==> run_1/final_congestion.png <==
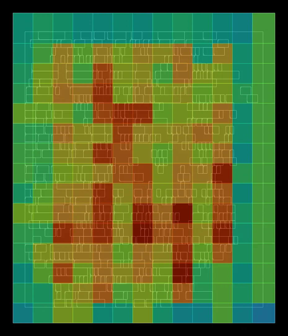
==> run_1/metal_stack.png <==
Bar = 20 um. Only two layers are drawn.
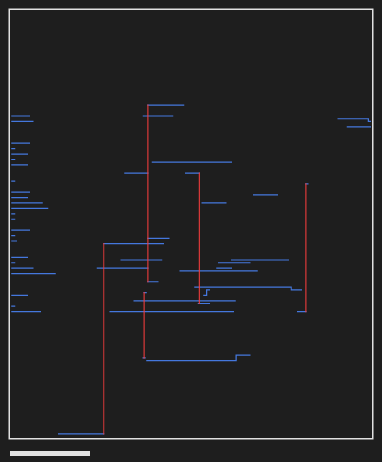
==> run_1/registers.png <==
Bar = 20 um. Other sequential cells in the stronger gray, the rest of the logic in the fainter gray.
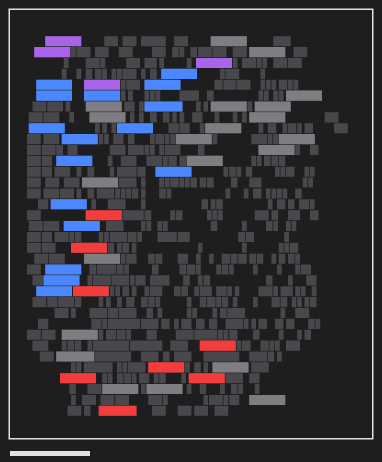
==> run_1/gate_families.png <==
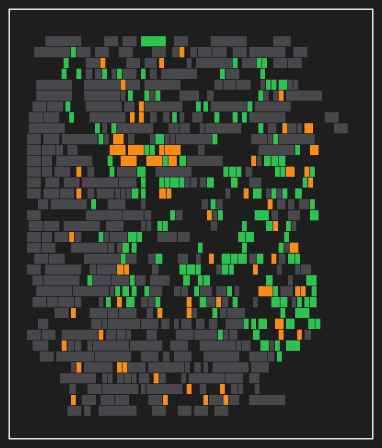
`src/rtl/rf_exec_pkg.sv`:
```
// Shared types, default widths and instruction field helpers for the reg_file execute controller.
// Instruction layout: {op[3:0], rd, rs1, rs2}; the LDI immediate is {rs1, rs2}.
package rf_exec_pkg;

  localparam int DEF_DATA_W  = 8;
  localparam int DEF_ADDR_W  = 4;
  localparam int MAX_INSTR_W = 64;
  localparam int MAX_FIELD_W = 32;

  typedef enum logic [3:0] {
    OP_NOP = 4'd0,
    OP_ADD = 4'd1,
    OP_SUB = 4'd2,
    OP_AND = 4'd3,
    OP_OR  = 4'd4,
    OP_XOR = 4'd5,
    OP_MOV = 4'd6,
    OP_LDI = 4'd7
  } op_e;

  typedef enum logic [1:0] {
    IDLE = 2'd0,
    READ = 2'd1,
    EXEC = 2'd2,
    WB   = 2'd3
  } state_e;

  function automatic logic [3:0] instr_op(input logic [MAX_INSTR_W-1:0] instr, input int addr_w);
    logic [MAX_INSTR_W-1:0] sh;
    sh = instr >> (3 * addr_w);
    return sh[3:0];
  endfunction

  // idx selects the register field: 0 = rs2, 1 = rs1, 2 = rd
  function automatic logic [MAX_FIELD_W-1:0] instr_field(input logic [MAX_INSTR_W-1:0] instr,
                                                         input int addr_w, input int idx);
    logic [MAX_INSTR_W-1:0] sh;
    logic [MAX_INSTR_W-1:0] mask;
    sh   = instr >> (idx * addr_w);
    mask = (MAX_INSTR_W'(1) << addr_w) - MAX_INSTR_W'(1);
    sh   = sh & mask;
    return sh[MAX_FIELD_W-1:0];
  endfunction

  function automatic logic [MAX_FIELD_W-1:0] instr_imm(input logic [MAX_INSTR_W-1:0] instr,
                                                       input int addr_w);
    logic [MAX_INSTR_W-1:0] mask;
    logic [MAX_INSTR_W-1:0] v;
    mask = (MAX_INSTR_W'(1) << (2 * addr_w)) - MAX_INSTR_W'(1);
    v    = instr & mask;
    return v[MAX_FIELD_W-1:0];
  endfunction

endpackage

```
`src/rtl/rf_exec_alu.sv`:
```
// Combinational ALU for the execute controller; carry is the raw carry/borrow of ADD/SUB.
// Define RF_EXEC_SAT_EN to clamp ADD to all-ones on overflow and SUB to zero on borrow.
module rf_exec_alu
  import rf_exec_pkg::*;
#(
  parameter int DATA_W = DEF_DATA_W
) (
  input  logic [3:0]        op,
  input  logic [DATA_W-1:0] a,
  input  logic [DATA_W-1:0] b,
  input  logic [DATA_W-1:0] imm,
  output logic [DATA_W-1:0] result,
  output logic              carry
);

  logic [DATA_W:0] sum;
  logic [DATA_W:0] diff;

  assign sum  = {1'b0, a} + {1'b0, b};
  assign diff = {1'b0, a} - {1'b0, b};

  always_comb begin
    result = '0;
    carry  = 1'b0;
    case (op)
      OP_ADD: begin
        carry = sum[DATA_W];
`ifdef RF_EXEC_SAT_EN
        result = sum[DATA_W] ? '1 : sum[DATA_W-1:0];
`else
        result = sum[DATA_W-1:0];
`endif
      end
      OP_SUB: begin
        carry = diff[DATA_W];
`ifdef RF_EXEC_SAT_EN
        result = diff[DATA_W] ? '0 : diff[DATA_W-1:0];
`else
        result = diff[DATA_W-1:0];
`endif
      end
      OP_AND:  result = a & b;
      OP_OR:   result = a | b;
      OP_XOR:  result = a ^ b;
      OP_MOV:  result = a;
      OP_LDI:  result = imm;
      default: result = '0;
    endcase
  end

endmodule

```
`src/rtl/rf_exec_ctrl.sv`:
```
// Multi-cycle execute controller driving a reg_file: IDLE -> READ -> EXEC -> WB, one instr per 4 cycles.
// Optional build macro RF_EXEC_SAT_EN selects saturating ADD/SUB inside rf_exec_alu.
module rf_exec_ctrl
  import rf_exec_pkg::*;
#(
  parameter int DATA_W = DEF_DATA_W,
  parameter int ADDR_W = DEF_ADDR_W
) (
  input  logic                  clk,
  input  logic                  nRESET,
  input  logic [4+3*ADDR_W-1:0] instr,
  input  logic                  instr_valid,
  output logic                  instr_ready,
  output logic [ADDR_W-1:0]     RA1,
  output logic [ADDR_W-1:0]     RA2,
  input  logic [DATA_W-1:0]     RD1,
  input  logic [DATA_W-1:0]     RD2,
  output logic [ADDR_W-1:0]     WA,
  output logic [DATA_W-1:0]     ALUResult,
  output logic                  write_enable,
  output logic                  done,
  output logic                  flag_z,
  output logic                  flag_c
);

  localparam int INSTR_W = 4 + 3 * ADDR_W;

  localparam logic [1:0] ST_IDLE = IDLE;
  localparam logic [1:0] ST_READ = READ;
  localparam logic [1:0] ST_EXEC = EXEC;
  localparam logic [1:0] ST_WB   = WB;

  logic [1:0]         state_reg, state_next;
  logic [INSTR_W-1:0] instr_reg;
  logic [ADDR_W-1:0]  ra1_reg, ra2_reg, wa_reg;
  logic [DATA_W-1:0]  a_reg, b_reg, result_reg;
  logic               carry_reg, flag_z_reg, flag_c_reg;

  logic [3:0]         op_cur;
  logic [ADDR_W-1:0]  rd_cur, rs1_in, rs2_in;
  logic [DATA_W-1:0]  imm_cur, alu_result;
  logic               alu_carry, op_is_nop;

  assign op_cur    = instr_op(MAX_INSTR_W'(instr_reg), ADDR_W);
  assign rd_cur    = ADDR_W'(instr_field(MAX_INSTR_W'(instr_reg), ADDR_W, 2));
  assign imm_cur   = DATA_W'(instr_imm(MAX_INSTR_W'(instr_reg), ADDR_W));
  assign rs1_in    = ADDR_W'(instr_field(MAX_INSTR_W'(instr), ADDR_W, 1));
  assign rs2_in    = ADDR_W'(instr_field(MAX_INSTR_W'(instr), ADDR_W, 0));
  assign op_is_nop = (op_cur == OP_NOP) || (op_cur > OP_LDI);

  rf_exec_alu #(.DATA_W(DATA_W)) u_alu (
    .op     (op_cur),
    .a      (a_reg),
    .b      (b_reg),
    .imm    (imm_cur),
    .result (alu_result),
    .carry  (alu_carry)
  );

  always_comb begin
    state_next = state_reg;
    case (state_reg)
      ST_IDLE: if (instr_valid) state_next = ST_READ;
      ST_READ: state_next = ST_EXEC;
      ST_EXEC: state_next = op_is_nop ? ST_IDLE : ST_WB;
      ST_WB:   state_next = ST_IDLE;
      default: state_next = ST_IDLE;
    endcase
  end

  always_ff @(posedge clk or negedge nRESET) begin
    if (!nRESET) begin
      state_reg  <= ST_IDLE;
      instr_reg  <= '0;
      ra1_reg    <= '0;
      ra2_reg    <= '0;
      wa_reg     <= '0;
      a_reg      <= '0;
      b_reg      <= '0;
      result_reg <= '0;
      carry_reg  <= 1'b0;
      flag_z_reg <= 1'b0;
      flag_c_reg <= 1'b0;
    end else begin
      state_reg <= state_next;
      case (state_reg)
        ST_IDLE: begin
          if (instr_valid) begin
            instr_reg <= instr;
            ra1_reg   <= rs1_in;
            ra2_reg   <= rs2_in;
          end
        end
        ST_READ: begin
          a_reg <= RD1;
          b_reg <= RD2;
        end
        ST_EXEC: begin
          // NOPs leave the visible write port untouched
          if (!op_is_nop) begin
            result_reg <= alu_result;
            wa_reg     <= rd_cur;
            carry_reg  <= alu_carry;
          end
        end
        ST_WB: begin
          flag_z_reg <= (result_reg == '0);
          flag_c_reg <= carry_reg;
        end
        default: ;
      endcase
    end
  end

  // Strobes decode straight from state so an async reset removes them immediately
  assign instr_ready  = (state_reg == ST_IDLE);
  assign write_enable = (state_reg == ST_WB);
  assign done         = (state_reg == ST_WB) || ((state_reg == ST_EXEC) && op_is_nop);
  assign RA1          = ra1_reg;
  assign RA2          = ra2_reg;
  assign WA           = wa_reg;
  assign ALUResult    = result_reg;
  assign flag_z       = flag_z_reg;
  assign flag_c       = flag_c_reg;

endmodule

```
`config.mk`:
```
export PLATFORM = sky130hd
export DESIGN_NAME = rf_exec_ctrl
export DESIGN_NICKNAME = d
export VERILOG_FILES = /design/src/rtl/rf_exec_pkg.sv /design/src/rtl/rf_exec_alu.sv /design/src/rtl/rf_exec_ctrl.sv
export SDC_FILE = /design/constraint.sdc
export NUM_CORES = 1
export LEC_CHECK = 0
export ABC_AREA = 1
export CELL_PAD_IN_SITES_DETAIL_PLACEMENT = 0
export CELL_PAD_IN_SITES_GLOBAL_PLACEMENT = 1
export CORE_ASPECT_RATIO = 1.2
export CORE_MARGIN = 4
export CORE_UTILIZATION = 40
export CTS_BUF_LIST = sky130_fd_sc_hd__clkbuf_8
export CTS_CLUSTER_DIAMETER = 100
export DETAILED_ROUTE_END_ITERATION = 12
export GPL_TIMING_DRIVEN = 0
export PLACE_DENSITY = 0.95
export SYNTH_ARGS = -nofsm -noshare
export SYNTH_HDL_FRONTEND = slang
export SYNTH_SLANG_ARGS = --single-unit
```
`constraint.sdc`:
```
create_clock -name clk -period 2 [get_ports clk]
set_clock_uncertainty 0.1 [all_clocks]
set_input_delay 0.4 -clock clk [delete_from_list [all_inputs] [get_ports clk]]
set_output_delay 0.4 -clock clk [all_outputs]
set_load 0.01 [all_outputs]
```
==> notes.md, run 1 <==
run results: status finished, final reports clean, Net Sw Power 3.67 mW, Worst R2R Path Depth 11, # Taps 92, Post-CTS Resized 12, internal power 3.85 mW, fin area 4310 um^2, Layout clock buffers 5, GRT met1 Usage 25.1%, post-route non-filler standard cell count 606, max-cap violations 0, Crit path top cell by count nand2_1, CTS H-Tree Depth 2, cell count after synthesis 434, Non-clock buffer share 19.2%, WP data arrival 2050 ps, M1 WL 3.99 mm, worst r2r src a_reg[5]$_DFFE_PN0N_, Highest Clock Rate 515 MHz, r2r endpoint carry_reg$_DFFE_PN0P_, EDFF count, synth 0, Setup TNS 0 ps, initial antenna violation count 0, share of layout cells above drive strength 1 17.9%, Cell Area, Placed 4000 um^2, top cells by area, synth dfrtp_1 (37%), nand2_1 (11%), ha_1 (9.2%), inv_1 (6.6%), nor2_1 (6.1%), Initial DRC Count 153, antenna cells 0, Clock Power Share 7.9%, footprint of the multi-input gates 1820 um^2, worst-margin pin slew 540 ps, sequential fraction of the synthesis area 37.4%, Area Growth Syn to Fin 31.6%, vias in the first global route 3145, Non-CTS buffers 91, first-pass GRT wire length 15.7 mm, worst path cell trace inv_1 > ha_1 > buf_4 > inv_1 > a21oi_2 > buf_4 > o21a_1 > nand3_1 > nand2_1 > nand2_1 > nand2_1, Die Size 9700 um^2, drt pass-1 iters 4, synthesized area per cell 7.54 um^2, period utilization 97.1%, power of the combinational group 5.10 mW, DR vias/cell 5.03, Cell Type Count 36, routed wl met2 4.86 mm, MI comb cells 306, Comb power frac 67.8%, CTS tree built, die height 107 um, WHS Endpoint WA[1]$_DFFE_PN0P_, floorplan utilization 41.8%, pin count of the biggest net entering global routing 41, Layout clock area frac 2.00%, PwrDens 1750 nW/um^2, reg-to-reg slack, setup 60 ps, Slew headroom 64.0%, CP Max Fanout 8, RSZ-0062 raised after global routing true, Complex Gates by Area 9.78%, Yosys Instances 434, startpoint of the worst hold path WA[1]$_DFFE_PN0P_, Cells on Worst Hold Path 2, clk latency late pin 300 ps
About final_congestion.png:
GR Util met3: 2.81%
busiest grt layer: met2

About metal_stack.png:
layer	color	wire length
met3	blue	381 um
met4	red	173 um
GRT Total Usage: 20.3%
wire per inst: 15.5 um
WL final: 9.40 mm
via total after detailed routing: 3048

About registers.png:
name in the netlist	color	flops
WA	purple	4
a_reg	red	8
instr_reg	blue	16
final core area utilization: 55.0%
Reg area: 1230 um^2
sequential cell area share: 28.5%
Power Sequential: 1.83 mW

About gate_families.png:
family	color	cells	most used
NOR gates	orange	62	nor2_1
NAND gates	green	143	nand2_1

[run 1: worst max path at each step]
| stage | from | to | cells after the start |
|---|---|---|---|
| final | a_reg[5]$_DFFE_PN0N_ | carry_reg$_DFFE_PN0P_ | 11 |
| after floorplan | b_reg[0]$_DFFE_PN0N_ | ALUResult[4]$_DFFE_PN0P_ | 9 |
| after detailed placement | a_reg[3]$_DFFE_PN0N_ | ALUResult[4]$_DFFE_PN0P_ | 11 |
| after global routing | a_reg[2]$_DFFE_PN0N_ | ALUResult[7]$_DFFE_PN0P_ | 12 |
| after CTS | state_reg[0]$_DFFE_PN0P_ | write_enable | 3 |
| after global placement | nRESET | ALUResult[5]$_DFFE_PN0P_ | 1 |
==> run 2: changes to the inputs <==
--- a/config.mk
+++ b/config.mk
@@ -8,7 +8,7 @@
 export ABC_AREA = 1
 export CELL_PAD_IN_SITES_DETAIL_PLACEMENT = 0
 export CELL_PAD_IN_SITES_GLOBAL_PLACEMENT = 1
-export CORE_ASPECT_RATIO = 1.2
+export CORE_ASPECT_RATIO = 0.6
 export CORE_MARGIN = 4
 export CORE_UTILIZATION = 40
 export CTS_BUF_LIST = sky130_fd_sc_hd__clkbuf_8
==> constraint.sdc (replaced) <==
create_clock -name clk -period 2 [get_ports clk]
set_clock_uncertainty 0.1 [all_clocks]
set_input_delay 0.4 -clock clk [delete_from_list [all_inputs] [get_ports clk]]
set_output_delay 0.4 -clock clk [all_outputs]
set_load 0.02 [all_outputs]
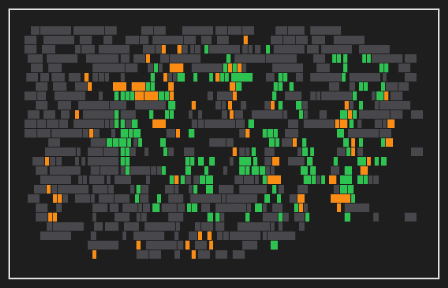
(run_2/gate_families.png)
family	color	cells	most used
NOR gates	orange	62	nor2_1
NAND gates	green	143	nand2_1

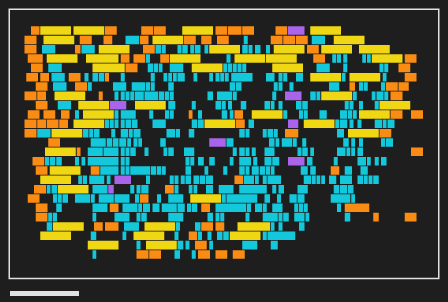
(run_2/cell_classes.png)
Bar = 20 um.
class	color	cells
other buffers and delay cells	orange	91
clock drivers and dummy loads	purple	8
flip-flops	yellow	49
all other logic	cyan	366
fin area: 4360 um^2
sequential cell area share: 28.2%
CORE AREA: 7910 um^2
final core area utilization: 55.1%
Cell Rows: 25

==> notes.md, run 2 <==
run results: drt pass-1 iters 5, P_clk 0.638 mW, first-pass GRT wire length 16.0 mm, WP data arrival 1440 ps, Yosys top cell by instances nand2_1, GRT overflow 0, final worst slack 64.8 ps, Clock Power Share 8.0%, initial antenna violation count 0, syn nets 495, Yosys Instances 434, synth warn 0, Yosys Chip Area 3270 um^2, Flops 49, footprint of the multi-input gates 1840 um^2, clk latency late pin 310 ps, top cells by area, synth dfrtp_1 (37%), nand2_1 (11%), ha_1 (9.2%), inv_1 (6.6%), nor2_1 (6.1%), worst r2r src b_reg[0]$_DFFE_PN0N_, hold_ws 378 ps, die height 78.1 um, Setup TNS 0 ps, sequential fraction of the synthesis area 37.4%, max-cap violations 0, period utilization 96.8%, Synth area leader dfrtp_1, post-route non-filler standard cell count 622, antenna cells 0, Highest Clock Rate 517 MHz, Layout clock area frac 2.21%, most frequently placed logic cells in the final layout nand2_1 (93), clkdlybuf4s50_1 (54), inv_1 (49), GRT Total Usage 20.8%, RSZ-0062 raised after global routing true, Worst R2R Path Depth 12, CTS H-Tree Depth 2, clk sinks 49, Cell Area, Placed 4020 um^2, Final Max-Slew Violation Tally 0, WHS Endpoint WA[1]$_DFFE_PN0P_, Antenna Nets Post-Route 0, Synth Cell Area 3270 um^2, max FFs per register 16, Initial DRC Count 296, Synth top cells by count nand2_1 (97), inv_1 (58), nor2_1 (53), Reg area 1230 um^2, synthesized area per cell 7.54 um^2, pin count of the biggest net entering global routing 31, Complex Gates by Area 9.78%, Slew headroom 60.6%, floorplan utilization 41.4%, dominant kind of combinational cell simple AND/OR/NAND/NOR gates, power of the combinational group 5.47 mW, fillers 742, Non-clock buffer share 19.0%, CP Max Fanout 3, vias in the first global route 3020, xor/xnor share 0.267%, Layout clock buffers 6, # Taps 108, internal power 3.92 mW, reg-to-reg slack, setup 90 ps, ys async rst share 100%, Net Sw Power 4.06 mW, WL final 10.1 mm, num ports 60, Power Sequential 1.87 mW, CTS tree built, DR vias/cell 5.03, Cells on Worst Hold Path 2, P_leak 2.11 nW, crit path launch instr_reg[7]$_DFFE_PN0P_, worst-margin pin slew 591 ps, PwrDens 1830 nW/um^2, r2r endpoint ALUResult[6]$_DFFE_PN0P_, fin crit period 1940 ps, Seq pwr share 23.5%, Die Size 9740 um^2, share of layout cells above drive strength 1 18.9%, Non-CTS buffers 91, total CTS buffers 5, Comb area share 42.2%, Final Power 7.99 mW, Area Growth Syn to Fin 33.2%, Final Wtd Congestion 0.978, top cell category combinational gates, Cell Type Count 36, # port buffers 59, startpoint of the worst hold path instr_reg[9]$_DFFE_PN0P_, via total after detailed routing 3130, wire per inst 16.2 um, MI comb cells 306, status finished, final reports clean, EDFF count, synth 0, crit path capture RA1[3], Comb power frac 68.5%, cell count after synthesis 434, pre-CTS WS -105 ps
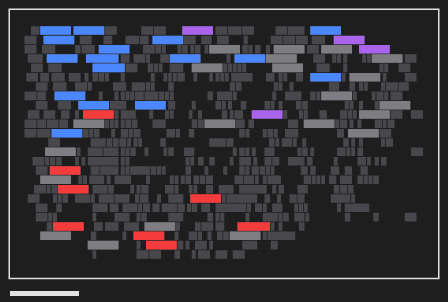
(run_2/registers.png)
Bar = 20 um. Other sequential cells in the stronger gray, the rest of the logic in the fainter gray.
name in the netlist	color	flops
a_reg	red	8
instr_reg	blue	16
WA	purple	4

[run 2: cell counts after synthesis]
No cell type changed its count.
[run 2: repair_timing]
action | 4_1_cts | 5_1_grt
resized | 12 | 54
hold endpoints to repair | 19 | 0
buffers inserted | 1 | 10
setup endpoints to repair | 6 | 9
pin swaps | 0 | 8
hold buffers | 1 | 0
[run 2: per-layer routing]
| layer | wire length, um | vias to the layer above | track usage, % |
|---|---|---|---|
| li1 | - | 1540 | - |
| met5 | 0 | - | 0 |
| met4 | 75 | 0 | 3.61 |
| met3 | 630 | 10 | 5.30 |
| met1 | 5270 | 1484 | 32.3 |
| met2 | 4110 | 96 | 29.3 |
[run 2: critical path, cell delays in order (launching register included)]
cell and delay (ps):
dfrtp_1 410, buf_4 120, clkdlybuf4s50_1 590
Power figures rest on the tool's default switching activity, not on a simulated workload.
